Design preg_alloc_ctrl_flat, sky130hd; sources not shown.
==> images/met1.png <==
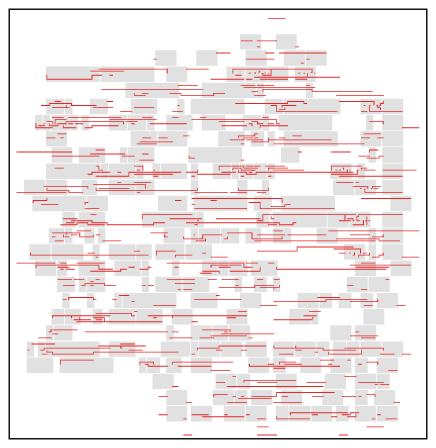
The wires run mostly horizontal. The layer carries 1,650 µm of wire. The longest straight run is 20.2 µm. The layer holds 43% of the routed length. 247 nets have wire on it.
total wire length after detailed routing: 3810 µm
M1 GR Usage: 20.3%

==> images/met2.png <==
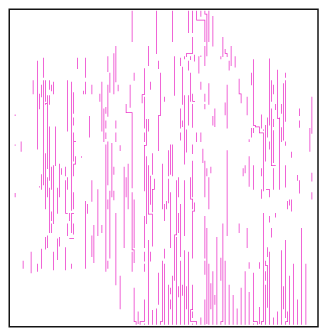
236 nets have wire on it. The layer holds 51% of the routed length. The wires run mostly vertical. The longest straight run is 29.2 µm. The layer carries 1,960 µm of wire.
Via Count: 1,351
met2 Use GR: 29.0%

==> images/met3.png <==
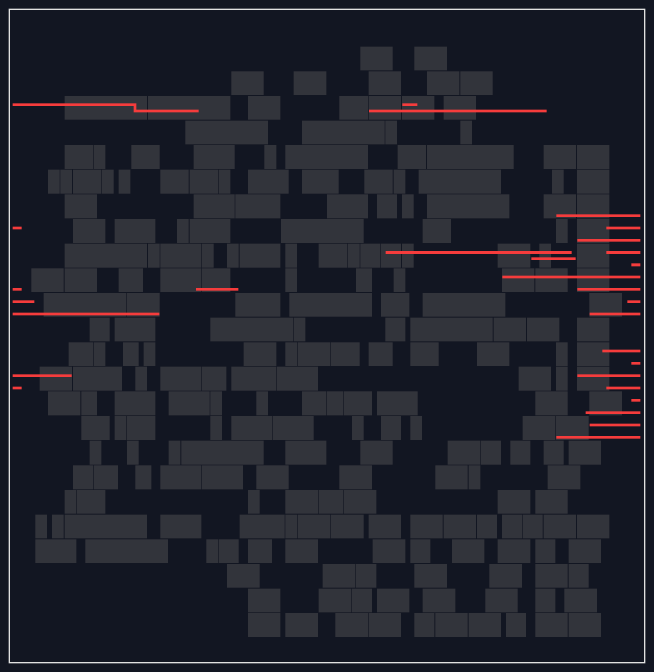
The longest straight run is 20.2 µm. The layer carries 184 µm of wire. The layer holds 4.8% of the routed length. 28 nets have wire on it.
met3 Use GR: 2.22%

==> results.json <==
{
  "die_w_um": 70,
  "mapped_cells": 156,
  "yosys.stat.chipArea_um2": 1440,
  "worst_pin_slew_ps": 748,
  "finalClockPeriodUsage_pct": 66.2,
  "ys.warnings.count": 0,
  "io_buffers": 75,
  "cts.htree.levels": 1,
  "reg2reg_slack_ps": 4030,
  "worstRegToRegCells": 11,
  "holdWs_ps": 467,
  "boundaryPins": 76,
  "crit_family": "buffers and inverters",
  "wirelength_met1_um": 1650,
  "power.ir.vdd_worst_uv": 216,
  "enable_flop_cells": 0,
  "class_of_the_worst_hold_path": "reg2reg",
  "status": "finished clean",
  "routedWlPerCell_um": 13.5,
  "comb_area_share_pct": 39.1,
  "clkTransAtPathRegs_ps": 70,
  "synth_largest_type_area_fraction_pct": 29.6,
  "flop_and_latch_count_out_of_synthesis": 18,
  "ys_async_sr_fraction_pct": 100,
  "post_synth_most_frequent_cells": "sky130_fd_sc_hd__ha_1 (21), sky130_fd_sc_hd__nor2_1 (19), sky130_fd_sc_hd__dfrtp_1 (17), sky130_fd_sc_hd__inv_1 (17), sky130_fd_sc_hd__nor2b_1 (15)",
  "yosys.area_share.xor_xnor_pct": 6.10,
  "powerDensity_nw_per_um2": 393,
  "clock_sink_count": 18,
  "slew_headroom_pct": 50.1,
  "layout.cell_area.non_filler_um2": 2280,
  "ys.flop_type": "sky130_fd_sc_hd__dfrtp_1",
  "layout.area.seq_um2": 452
}
==> power by group through the flow <==
stage               logic [mW]  registers (mW)  clock network (mW)
CTS                      0.618           0.207              0.0859
floorplan                0.377           0.234                   0
finish                   0.606           0.206              0.0830
global placement         0.609           0.210                   0
detailed placement       0.615           0.209                   0
global route             0.683           0.214              0.0894
==> layer usage <==
layer,vias to the layer above,global-route usage [%]
met5,-,0
met4,0,3.85
met3,2,2.22
met2,34,29.0
met1,625,20.3
li1,690,-
==> stage by stage <==
stage	instances	util (%)	worst slack, ps
finish	282	53.4	2430
global route	282	53.4	2090
floorplan	151	-	3810
CTS	282	53.4	2330
detailed placement	278	52.1	2330
global placement	278	52.1	2390
Power figures rest on the tool's default switching activity, not on a simulated workload.
